Routed metal, one color a layer:
Bar = 20 um. Only two layers are drawn.
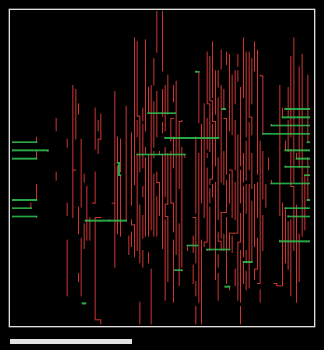
Local utilization:
The die is cut into 10 by 10 equal tiles; black is low, pale yellow is high, 0 to 100% covered.
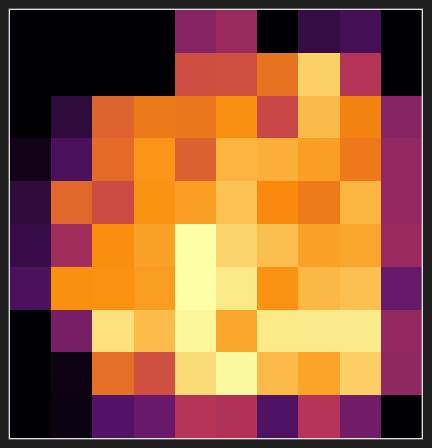
Where the registers sit:
Bar = 20 um.
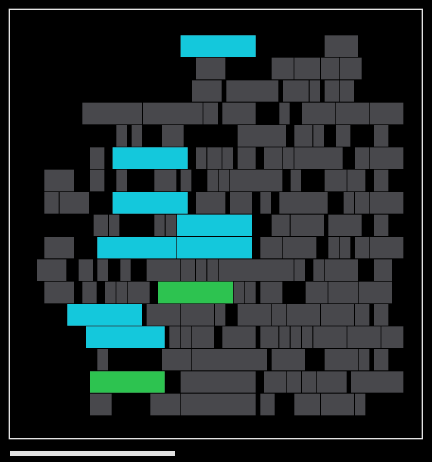
Placement by cell class:
Bar = 20 um. Fill, decap, tap and diode cells in gray.
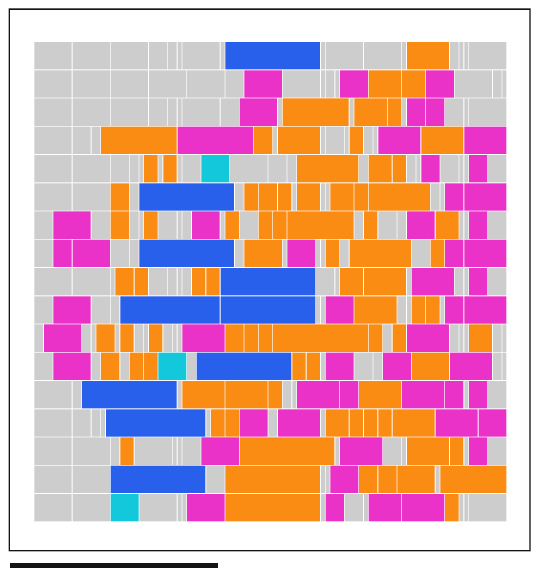
Routing congestion map:
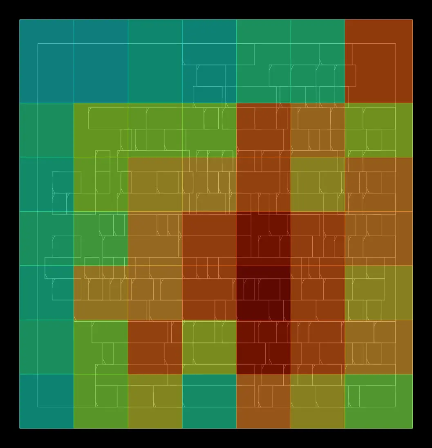
==> config.mk <==
export PLATFORM = sky130hd
export DESIGN_NAME = cpu_control_fsm_flat
export DESIGN_NICKNAME = d
export VERILOG_FILES = /design/src/rtl/cpu_control_fsm_if.sv /design/src/rtl/cpu_control_fsm.sv /design/src/flat_wrapper.sv
export SDC_FILE = /design/constraint.sdc
export NUM_CORES = 1
export LEC_CHECK = 0
export ABC_AREA = 1
export CAP_MARGIN = 20
export CORE_AREA = 2 2 48 50
export CTS_BUF_LIST = sky130_fd_sc_hd__clkbuf_4 sky130_fd_sc_hd__clkbuf_8
export DETAILED_ROUTE_END_ITERATION = 8
export DIE_AREA = 0 0 50 52
export GPL_TIMING_DRIVEN = 0
export PLACE_DENSITY = 0.8
export RECOVER_POWER = 100
export SYNTH_ARGS = -nofsm -noshare
export SYNTH_HDL_FRONTEND = slang
export SYNTH_SLANG_ARGS = --single-unit
export TNS_END_PERCENT = 30
==> constraint.sdc <==
create_clock -name CLKb -period 1.3 [get_ports CLKb]
set_input_delay 0.325 -clock CLKb [delete_from_list [all_inputs] [get_ports CLKb]]
set_output_delay 0.325 -clock CLKb [all_outputs]
set_load 0.005 [all_outputs]
==> src/rtl/cpu_control_fsm_if.sv <==
// Handshake and register-file control bundle between the instruction sequencer
// and the datapath that issues instructions to it.
interface cpu_control_fsm_if #(
  parameter int IW = 10,
  parameter int AW = 2
);
  logic          EXECUTE;
  logic [IW-1:0] INSTR;
  logic          BUSY;
  logic          DONE;
  logic          ENW;
  logic [AW-1:0] WRA;
  logic          ENR0;
  logic [AW-1:0] RDA0;
  logic          ENR1;
  logic [AW-1:0] RDA1;
  logic [2:0]    ALUOP;
  logic          GIN;
  logic          GOUT;
  logic          EXTRN;

  // master issues instructions; slave is the sequencer
  modport master (
    output EXECUTE, INSTR,
    input  BUSY, DONE, ENW, WRA, ENR0, RDA0, ENR1, RDA1, ALUOP, GIN, GOUT, EXTRN
  );
  modport slave (
    input  EXECUTE, INSTR,
    output BUSY, DONE, ENW, WRA, ENR0, RDA0, ENR1, RDA1, ALUOP, GIN, GOUT, EXTRN
  );
endinterface

==> src/rtl/cpu_control_fsm.sv <==
// Multi-cycle sequencer for the 10-bit processor: latches an instruction and
// drives register-file, ALU, G-register and bus-source controls from state+IR.
module cpu_control_fsm #(
  parameter int IW = 10,
  parameter int AW = 2
) (
  input  logic             CLKb,
  input  logic             RSTb,
  cpu_control_fsm_if.slave cif
);
  typedef enum logic [1:0] {IDLE, T1, T2} state_t;

  localparam logic [3:0] OP_LOAD = 4'd0;
  localparam logic [3:0] OP_COPY = 4'd1;
  localparam logic [3:0] OP_ADD  = 4'd2;
  localparam logic [3:0] OP_OR   = 4'd6;

  state_t        state, nxt;
  logic [IW-1:0] ir;
  logic [AW-1:0] rx, ry;
  logic [3:0]    op;
  logic [3:0]    op_rel;
  logic [2:0]    alu_code;
  logic          is_alu;
  logic          unused_rsvd;

  logic          busy, done, enw, enr0, enr1, gin, gout, extrn;
  logic [AW-1:0] wra, rda0, rda1;
  logic [2:0]    aluop;

  assign rx          = ir[IW-1 -: AW];
  assign ry          = ir[IW-1-AW -: AW];
  assign op          = ir[3:0];
  assign unused_rsvd = ^ir[5:4];

  // ALU opcodes 2..6 map onto ALU function codes 0..4 in order
  assign is_alu   = (op >= OP_ADD) && (op <= OP_OR);
  assign op_rel   = op - OP_ADD;
  assign alu_code = is_alu ? op_rel[2:0] : 3'd0;

  always_ff @(posedge CLKb or negedge RSTb) begin
    if (!RSTb) begin
      state <= IDLE;
      ir    <= '0;
    end else begin
      state <= nxt;
      if (nxt == T1) ir <= cif.INSTR;
    end
  end

  // Outputs depend on state and IR only, so they hold steady through the
  // falling-edge register-file write regardless of what the inputs do.
  always_comb begin
    busy  = 1'b0;
    done  = 1'b0;
    enw   = 1'b0;
    wra   = '0;
    enr0  = 1'b0;
    rda0  = '0;
    enr1  = 1'b0;
    rda1  = '0;
    aluop = 3'd0;
    gin   = 1'b0;
    gout  = 1'b0;
    extrn = 1'b0;
    unique case (state)
      T1: begin
        busy = 1'b1;
        if (op == OP_LOAD) begin
          extrn = 1'b1;
          enw   = 1'b1;
          wra   = rx;
          done  = 1'b1;
        end else if (op == OP_COPY) begin
          enr0 = 1'b1;
          rda0 = ry;
          enw  = 1'b1;
          wra  = rx;
          done = 1'b1;
        end else if (is_alu) begin
          enr0  = 1'b1;
          rda0  = rx;
          enr1  = 1'b1;
          rda1  = ry;
          aluop = alu_code;
          gin   = 1'b1;
        end else begin
          done = 1'b1;
        end
      end
      T2: begin
        busy  = 1'b1;
        gout  = 1'b1;
        enw   = 1'b1;
        wra   = rx;
        aluop = alu_code;
        done  = 1'b1;
      end
      default: ;
    endcase
  end

  // A request is taken in IDLE or on the edge that closes the DONE cycle.
  always_comb begin
    nxt = IDLE;
    if (cif.EXECUTE && ((state == IDLE) || done)) nxt = T1;
    else if ((state == T1) && !done)              nxt = T2;
  end

  assign cif.BUSY  = busy;
  assign cif.DONE  = done;
  assign cif.ENW   = enw;
  assign cif.WRA   = wra;
  assign cif.ENR0  = enr0;
  assign cif.RDA0  = rda0;
  assign cif.ENR1  = enr1;
  assign cif.RDA1  = rda1;
  assign cif.ALUOP = aluop;
  assign cif.GIN   = gin;
  assign cif.GOUT  = gout;
  assign cif.EXTRN = extrn;
endmodule

==> src/flat_wrapper.sv <==
// flat-port wrapper written by rule: the top's interface ports become plain ports
module cpu_control_fsm_flat 
#(
  parameter int IW = 10,
  parameter int AW = 2
)
  (CLKb, RSTb, cif_EXECUTE, cif_INSTR, cif_BUSY, cif_DONE, cif_ENW, cif_WRA, cif_ENR0, cif_RDA0, cif_ENR1, cif_RDA1, cif_ALUOP, cif_GIN, cif_GOUT, cif_EXTRN);
  cpu_control_fsm_if #(.IW(IW), .AW(AW)) cif_i ();
  input  logic CLKb;
  input  logic RSTb;
  input wire logic [$bits(cif_i.EXECUTE)-1:0] cif_EXECUTE;
  input wire logic [$bits(cif_i.INSTR)-1:0] cif_INSTR;
  output wire logic [$bits(cif_i.BUSY)-1:0] cif_BUSY;
  output wire logic [$bits(cif_i.DONE)-1:0] cif_DONE;
  output wire logic [$bits(cif_i.ENW)-1:0] cif_ENW;
  output wire logic [$bits(cif_i.WRA)-1:0] cif_WRA;
  output wire logic [$bits(cif_i.ENR0)-1:0] cif_ENR0;
  output wire logic [$bits(cif_i.RDA0)-1:0] cif_RDA0;
  output wire logic [$bits(cif_i.ENR1)-1:0] cif_ENR1;
  output wire logic [$bits(cif_i.RDA1)-1:0] cif_RDA1;
  output wire logic [$bits(cif_i.ALUOP)-1:0] cif_ALUOP;
  output wire logic [$bits(cif_i.GIN)-1:0] cif_GIN;
  output wire logic [$bits(cif_i.GOUT)-1:0] cif_GOUT;
  output wire logic [$bits(cif_i.EXTRN)-1:0] cif_EXTRN;
  assign cif_i.EXECUTE = cif_EXECUTE;
  assign cif_i.INSTR = cif_INSTR;
  assign cif_BUSY = cif_i.BUSY;
  assign cif_DONE = cif_i.DONE;
  assign cif_ENW = cif_i.ENW;
  assign cif_WRA = cif_i.WRA;
  assign cif_ENR0 = cif_i.ENR0;
  assign cif_RDA0 = cif_i.RDA0;
  assign cif_ENR1 = cif_i.ENR1;
  assign cif_RDA1 = cif_i.RDA1;
  assign cif_ALUOP = cif_i.ALUOP;
  assign cif_GIN = cif_i.GIN;
  assign cif_GOUT = cif_i.GOUT;
  assign cif_EXTRN = cif_i.EXTRN;
  cpu_control_fsm #(.IW(IW), .AW(AW)) u_core (.CLKb(CLKb), .RSTb(RSTb), .cif(cif_i));
endmodule
==> impl_metrics.json <==
{
  "run_status": "finished with violations",
  "failed_checks": "negative setup slack",
  "clock_tree_from_tritoncts": "yes",
  "setup_repair_after_global_routing_missed_its_margin": "true",
  "hpwl_mm": 1.376,
  "synth-compound-area-share": 0.04918,
  "openroad.warnings": 33,
  "well_tap_count": 28,
  "cellInternalPower_w": 0.001903,
  "detailed_place.area_um2": 1045,
  "tightest_slew_ns": 0.4748,
  "share_comb_of_total_power": 0.754,
  "crit_chain": "inv_2 > ha_4 > buf_6 > inv_4 > o21ai_1 > nand2_1 > nor3_2 > buf_2",
  "final_layout_top_logic_cells": "sky130_fd_sc_hd__nand2_1, sky130_fd_sc_hd__buf_2, sky130_fd_sc_hd__buf_6",
  "totalPowerFinal_w": 0.003627,
  "hold_class": "input pin to register",
  "path_buffers": 4,
  "cp.depth": 8,
  "yosys.cell_count.top_type": "sky130_fd_sc_hd__nand2_1",
  "post_synth_and_or_nand_nor_area_fraction": 0.4026,
  "comb-power_w": 0.00274,
  "p_seq_frac": 0.189,
  "ys_cells": 95,
  "wl_per_cell_um": 15.87,
  "design.seq.count": 10,
  "number_of_antenna_violations_at_the_first_check_in_global_routing": 0,
  "synth.area.mux_share": 0,
  "cp.arrival_ns": 1.69,
  "cp-endpoint": "cif_ALUOP[0]",
  "n_clock_buffer": 3,
  "crit_family": "buffers and inverters",
  "fin_ws_ns": -0.7131,
  "grt_pass1_vias": 824,
  "nNonClkInverters": 17,
  "synth-async-reset-ratio": 1.000,
  "clock_power_share": 0.057,
  "worst_skew_late_latency_ns": 0.26,
  "num-multi-input-gates": 66,
  "detailroute.via_count": 855,
  "critical_path.max_fanout": 4,
  "worst_setup_path_end_kind": "output pin",
  "post_cts.repair.setup_buffers": 15,
  "met2_length_mm": 1.567,
  "std_cell_rows": 17,
  "core_region_area_um2": 2106,
  "synthTopLogicFamily": "simple AND/OR/NAND/NOR gates",
  "ys_top_cells_by_area": "sky130_fd_sc_hd__dfrtp_1, sky130_fd_sc_hd__nand2_1, sky130_fd_sc_hd__inv_1, sky130_fd_sc_hd__ha_1, sky130_fd_sc_hd__nand3_1",
  "sink_of_the_worst_hold_path": "u_core.ir[2]$_DFFE_PN0N_",
  "drive_gt1_frac": 0.5676,
  "totalNegativeSetupSlack_ns": -11.97,
  "buffers": 52,
  "cts-buffers-inserted": 3,
  "timing.critical_path.from": "u_core.state[1]$_DFF_PN0_",
  "path_clk_slew_ns": 0.06,
  "use_met2": 0.3706,
  "chip_area_um2": 2600,
  "maxUsedRoutingLayer": "met4",
  "worst-endpoint-required_ns": 0.98,
  "clockNetworkAreaShare": 0.01627,
  "power.sequential.total_w": 0.000684,
  "cts-htree-levels": 1,
  "leakagePower_nw": 0.6942,
  "numPortBuffers": 26,
  "design.portCount": 30,
  "powerDensity_nw_per_um2": 2621,
  "grt_pass1_wl_mm": 3.815,
  "postRouteWirelength_mm": 2.793,
  "clock_net_power_w": 0.000208,
  "min_delay_path_depth": 3,
  "drc": 0,
  "largest_reg_flops": 8,
  "postSynthAreaPerCell_um2": 7.231,
  "crit_path_top_delay_cell": "sky130_fd_sc_hd__dfrtp_1",
  "layout.filler_cells": 163,
  "length_of_the_first_detailed_routing_pass_in_iterations": 4,
  "enable_flop_cells": 0,
  "cts.sink_count": 10,
  "final_net_count": 167,
  "post-place-ws_ns": -0.7219,
  "pre_place_util": 0.3262,
  "drt_first_iter_violations": 8,
  "synthesis.area_um2": 686.9,
  "timing.final.setup_violations": 27,
  "timing.final.hold_violations": 0
}
## Picture notes: 'routed metal, one color a layer'
- green: met3 (wire length 115 um)
- red: met2 (wire length 1570 um)

## Picture notes: 'local utilization'
- densest ninth of the die: center
- fullest tile: 100%
- tiles over 75% full: 38%
- mean over tiles: 52%
- emptiest ninth of the die: upper left

## Picture notes: 'where the registers sit'
- cyan: `u_core.ir` (placed flops 8)
- green: `u_core.state` (placed flops 2)

## Picture notes: 'placement by cell class'
- orange: all other logic (cells 83)
- blue: flops (cells 10)
- cyan: cells driving clock nets (cells 3)
- magenta: other buffers and delay cells (cells 52)

## Picture notes: 'routing congestion map'
met1 capacity usage during global routing: 0.2061
met3 layer usage reported by global route: 0.02011
GR peak layer: met2

